--- src/rtl/ad_cmos_cal_pkg.sv ---
// Shared types and helpers for the CMOS ADC IDELAY tap calibration block.
package ad_cmos_cal_pkg;

  localparam int TAP_WIDTH_DEF = 5;

  typedef enum logic [3:0] {
    ST_IDLE,
    ST_WAIT_LOCK,
    ST_LOAD,
    ST_SETTLE,
    ST_CLEAR,
    ST_DWELL,
    ST_EVAL,
    ST_CENTER,
    ST_APPLY,
    ST_DONE
  } cal_state_e;

  // A window can span every tap, so it needs one bit more than a tap value.
  function automatic int win_w(input int tap_width);
    return tap_width + 1;
  endfunction

endpackage

--- src/rtl/ad_idelay_win_track.sv ---
// Per-lane passing-window tracker: follows the current run of passing taps and
// keeps the longest closed run (earliest one on ties) plus its centre tap.
module ad_idelay_win_track
  import ad_cmos_cal_pkg::*;
#(
  parameter int TAP_WIDTH = TAP_WIDTH_DEF
) (
  input  logic                 up_clk,
  input  logic                 up_rstn,
  input  logic                 clr,
  input  logic                 eval,
  input  logic                 pass,
  input  logic [TAP_WIDTH-1:0] tap,
  input  logic                 last,
  output logic [TAP_WIDTH-1:0] best_start,
  output logic [TAP_WIDTH:0]   best_len,
  output logic [TAP_WIDTH-1:0] centre
);

  localparam int WW = win_w(TAP_WIDTH);

  logic [TAP_WIDTH-1:0] cur_start_q, cur_start_d;
  logic [WW-1:0]        cur_len_q, cur_len_d;
  logic [TAP_WIDTH-1:0] best_start_q, best_start_d;
  logic [WW-1:0]        best_len_q, best_len_d;
  logic [TAP_WIDTH-1:0] cand_start;
  logic [WW-1:0]        cand_len;
  logic                 close_run;

  always_comb begin
    cur_start_d  = cur_start_q;
    cur_len_d    = cur_len_q;
    best_start_d = best_start_q;
    best_len_d   = best_len_q;
    cand_start   = cur_start_q;
    cand_len     = cur_len_q;
    close_run    = 1'b0;
    if (clr) begin
      cur_start_d  = '0;
      cur_len_d    = '0;
      best_start_d = '0;
      best_len_d   = '0;
    end else if (eval) begin
      if (pass) begin
        cur_len_d = cur_len_q + 1'b1;
        if (cur_len_q == '0) cur_start_d = tap;
        cand_start = cur_start_d;
        cand_len   = cur_len_d;
        close_run  = last;
      end else begin
        cur_len_d = '0;
        close_run = 1'b1;
      end
      // Strictly longer only: an equal later run never displaces the earlier one.
      if (close_run && (cand_len > best_len_q)) begin
        best_start_d = cand_start;
        best_len_d   = cand_len;
      end
      if (last) cur_len_d = '0;
    end
  end

  always_ff @(posedge up_clk or negedge up_rstn) begin
    if (!up_rstn) begin
      cur_start_q  <= '0;
      cur_len_q    <= '0;
      best_start_q <= '0;
      best_len_q   <= '0;
    end else begin
      cur_start_q  <= cur_start_d;
      cur_len_q    <= cur_len_d;
      best_start_q <= best_start_d;
      best_len_q   <= best_len_d;
    end
  end

  assign best_start = best_start_q;
  assign best_len   = best_len_q;
  assign centre     = best_start_q + TAP_WIDTH'(best_len_q >> 1);

endmodule

--- src/rtl/ad_data_in_cmos_cal.sv ---
// IDELAY tap calibration controller: sweeps all lane taps in parallel, scores
// them from the sticky pattern-error flags and loads each lane's window centre.
module ad_data_in_cmos_cal
  import ad_cmos_cal_pkg::*;
#(
  parameter int NUM_LANES     = 8,
  parameter int TAP_WIDTH     = TAP_WIDTH_DEF,
  parameter int SETTLE_CYCLES = 16,
  parameter int DWELL_CYCLES  = 1024,
  parameter int MIN_WINDOW    = 4
) (
  input  logic                                 up_clk,
  input  logic                                 up_rstn,
  input  logic                                 delay_locked,
  input  logic                                 cal_start,
  output logic                                 cal_busy,
  output logic                                 cal_done,
  output logic [NUM_LANES-1:0]                 cal_lane_fail,
  output logic [NUM_LANES-1:0][TAP_WIDTH:0]    cal_lane_win,
  input  logic [NUM_LANES-1:0]                 man_dld,
  input  logic [NUM_LANES-1:0][TAP_WIDTH-1:0]  man_dwdata,
  input  logic [NUM_LANES-1:0]                 adc_err,
  output logic                                 adc_err_clr,
  output logic [NUM_LANES-1:0]                 up_dld,
  output logic [NUM_LANES-1:0][TAP_WIDTH-1:0]  up_dwdata
);

  localparam int WW      = win_w(TAP_WIDTH);
  localparam int CNT_MAX = (SETTLE_CYCLES > DWELL_CYCLES) ? SETTLE_CYCLES : DWELL_CYCLES;
  localparam int CW      = $clog2(CNT_MAX + 1);

  cal_state_e                          state_q;
  logic [TAP_WIDTH-1:0]                tap_q;
  logic [CW-1:0]                       cnt_q;
  logic                                busy_q;
  logic                                done_q;
  logic                                err_clr_q;
  logic [NUM_LANES-1:0]                lane_fail_q;
  logic [NUM_LANES-1:0][WW-1:0]        lane_win_q;
  logic [NUM_LANES-1:0]                dld_q;
  logic [NUM_LANES-1:0][TAP_WIDTH-1:0] dwdata_q;

  logic                                abort;
  logic                                trk_clr;
  logic                                trk_eval;
  logic [NUM_LANES-1:0][WW-1:0]        trk_len;
  logic [NUM_LANES-1:0][TAP_WIDTH-1:0] trk_centre;
  logic [NUM_LANES-1:0]                lane_short;

  // Losing IDELAYCTRL lock invalidates every tap measured so far.
  assign abort    = !delay_locked && (state_q != ST_IDLE) && (state_q != ST_WAIT_LOCK);
  assign trk_clr  = ((state_q == ST_IDLE) && cal_start) || abort;
  assign trk_eval = (state_q == ST_EVAL) && !abort;

  for (genvar g = 0; g < NUM_LANES; g++) begin : g_lane
    ad_idelay_win_track #(
      .TAP_WIDTH (TAP_WIDTH)
    ) u_trk (
      .up_clk     (up_clk),
      .up_rstn    (up_rstn),
      .clr        (trk_clr),
      .eval       (trk_eval),
      .pass       (!adc_err[g]),
      .tap        (tap_q),
      .last       (&tap_q),
      .best_start (),
      .best_len   (trk_len[g]),
      .centre     (trk_centre[g])
    );
    assign lane_short[g] = trk_len[g] < WW'(MIN_WINDOW);
  end

  always_ff @(posedge up_clk or negedge up_rstn) begin
    if (!up_rstn) begin
      state_q     <= ST_IDLE;
      tap_q       <= '0;
      cnt_q       <= '0;
      busy_q      <= 1'b0;
      done_q      <= 1'b0;
      err_clr_q   <= 1'b0;
      lane_fail_q <= '0;
      lane_win_q  <= '0;
      dld_q       <= '0;
      dwdata_q    <= '0;
    end else begin
      dld_q     <= '0;
      err_clr_q <= 1'b0;
      done_q    <= 1'b0;
      if (abort) begin
        state_q <= ST_WAIT_LOCK;
        tap_q   <= '0;
      end else begin
        case (state_q)
          ST_IDLE: begin
            for (int i = 0; i < NUM_LANES; i++) begin
              if (man_dld[i]) begin
                dld_q[i]    <= 1'b1;
                dwdata_q[i] <= man_dwdata[i];
              end
            end
            if (cal_start) begin
              state_q     <= ST_WAIT_LOCK;
              busy_q      <= 1'b1;
              lane_fail_q <= '0;
              lane_win_q  <= '0;
            end
          end
          ST_WAIT_LOCK: begin
            if (delay_locked) begin
              tap_q   <= '0;
              state_q <= ST_LOAD;
            end
          end
          ST_LOAD: begin
            dld_q <= '1;
            for (int i = 0; i < NUM_LANES; i++) dwdata_q[i] <= tap_q;
            cnt_q   <= CW'(SETTLE_CYCLES - 1);
            state_q <= ST_SETTLE;
          end
          ST_SETTLE: begin
            if (cnt_q == '0) state_q <= ST_CLEAR;
            else             cnt_q   <= cnt_q - 1'b1;
          end
          ST_CLEAR: begin
            err_clr_q <= 1'b1;
            cnt_q     <= CW'(DWELL_CYCLES - 1);
            state_q   <= ST_DWELL;
          end
          ST_DWELL: begin
            if (cnt_q == '0) state_q <= ST_EVAL;
            else             cnt_q   <= cnt_q - 1'b1;
          end
          ST_EVAL: begin
            if (&tap_q) begin
              state_q <= ST_CENTER;
            end else begin
              tap_q   <= tap_q + 1'b1;
              state_q <= ST_LOAD;
            end
          end
          // Trackers absorb the last-tap verdict on the EVAL edge; results are stable here.
          ST_CENTER: state_q <= ST_APPLY;
          ST_APPLY: begin
            dld_q <= '1;
            for (int i = 0; i < NUM_LANES; i++) begin
              dwdata_q[i]    <= lane_short[i] ? '0 : trk_centre[i];
              lane_fail_q[i] <= lane_short[i];
              lane_win_q[i]  <= trk_len[i];
            end
            state_q <= ST_DONE;
          end
          ST_DONE: begin
            done_q  <= 1'b1;
            busy_q  <= 1'b0;
            state_q <= ST_IDLE;
          end
          default: state_q <= ST_IDLE;
        endcase
      end
    end
  end

  assign cal_busy      = busy_q;
  assign cal_done      = done_q;
  assign cal_lane_fail = lane_fail_q;
  assign cal_lane_win  = lane_win_q;
  assign adc_err_clr   = err_clr_q;
  assign up_dld        = dld_q;
  assign up_dwdata     = dwdata_q;

endmodule

--- config.mk ---
export PLATFORM = sky130hd
export DESIGN_NAME = ad_data_in_cmos_cal
export DESIGN_NICKNAME = d
export VERILOG_FILES = /design/src/rtl/ad_cmos_cal_pkg.sv /design/src/rtl/ad_idelay_win_track.sv /design/src/rtl/ad_data_in_cmos_cal.sv
export SDC_FILE = /design/constraint.sdc
export NUM_CORES = 1
export LEC_CHECK = 0
export CORE_UTILIZATION = 45
export CTS_BUF_LIST = sky130_fd_sc_hd__clkbuf_8 sky130_fd_sc_hd__clkbuf_16
export DETAILED_ROUTE_END_ITERATION = 7
export GPL_ROUTABILITY_DRIVEN = 0
export PLACE_DENSITY = 0.7
export SKIP_LAST_GASP = 1
export SLEW_MARGIN = 20
export SYNTH_ARGS = -nofsm -noshare
export SYNTH_HDL_FRONTEND = slang
export SYNTH_HIERARCHICAL = 1
export SYNTH_SLANG_ARGS = --single-unit
--- constraint.sdc ---
create_clock -name up_clk -period 3.4 [get_ports up_clk]
set_input_delay 0.51 -clock up_clk [delete_from_list [all_inputs] [get_ports up_clk]]
set_output_delay 0.51 -clock up_clk [all_outputs]
set_load 0.02 [all_outputs]
Fig. 1: hierarchy map
(2 px per um)
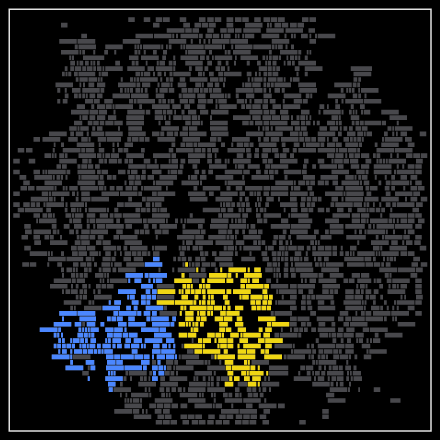
Key: `g_lane[5].u_trk` = blue [cells 159, where south-west]; `g_lane[6].u_trk` = yellow [cells 160, where south]

Fig. 2: placement view
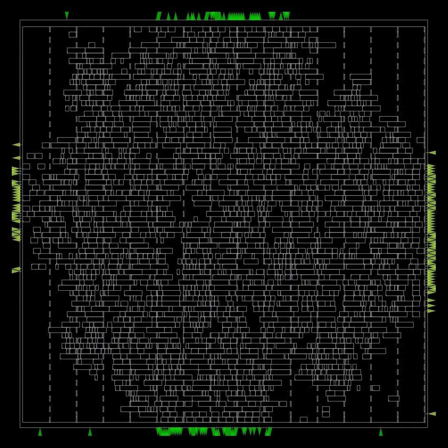
sequential portion of the cell area: 33.4%
# rows: 75
well tap count: 577

==> flow_summary.toml <==
# generated from flow reports
[run_status]
status = "finished clean"

[power_and_ir_drop]
power_leakage_nw = 10.6
powerComb_w = 0.00402
clock_power_share_pct = 30.8
vdd_drop_max_v = 0.000385
seq_power_share_pct = 35.8
internal_power_w = 0.00771
powerClk_w = 0.00371

[setup_path]
path_cells = "nor2b_1 > nand3_1 > inv_2 > buf_12 > o211ai_2 > a31oi_2 > mux2_2"
crit_arrival_ns = 3.19
critPathCaptureType = "register"
r2r-start = "state_q[2]$_DFFE_PN0P_"
critPathKind = "register to register"
startpoint = "state_q[2]$_DFFE_PN0P_"

[final_timing]
fin_crit_sh_pct = 81.3
worst_pin_slew_ns = 1.09
setup_viol = 0
relSlewSlack_pct = 26.7

[global_route]
grt_util_all_layers_pct = 24.2
grt_pass1_vias = 15700
use_met1_pct = 32.9
gr-usage-met2_pct = 39.2

[cells_and_area]
area_growth_pct = 16.3
final_core_util_pct = 53.6
layout.cells.most_common = "dfrtp_1"
comb_area_um2 = 10700
antenna_cells = 0
comb_share_pct = 47.0
fin_nets = 2280

[logic_synthesis]
top_logic_kind = "simple AND/OR/NAND/NOR gates"
avgSynthCellArea_um2 = 9.86
synthesis.area_um2 = 19500
ys_seq_share_pct = 38.9
ys_types = 74
synthTopCellsByArea = "dfrtp_1, ha_1, mux2i_1, nand2_1, inv_1"
ys_sh_aoi_pct = 18.9
yosys_area_um2 = 19500
mux_share_pct = 6.06
async_flop_share_pct = 100
yosys.area_share.xor_xnor_pct = 2.70

[detailed_routing]
vias_per_cell = 5.76
drt_wl_total_um = 52500
dr.pass1.iters = 6
routed-wl-met2_um = 24600

[cts]
cts_sinks = 303
htreeDepth = 2
clk_latency_ns = 0.54

[place]
port_buffers = 166
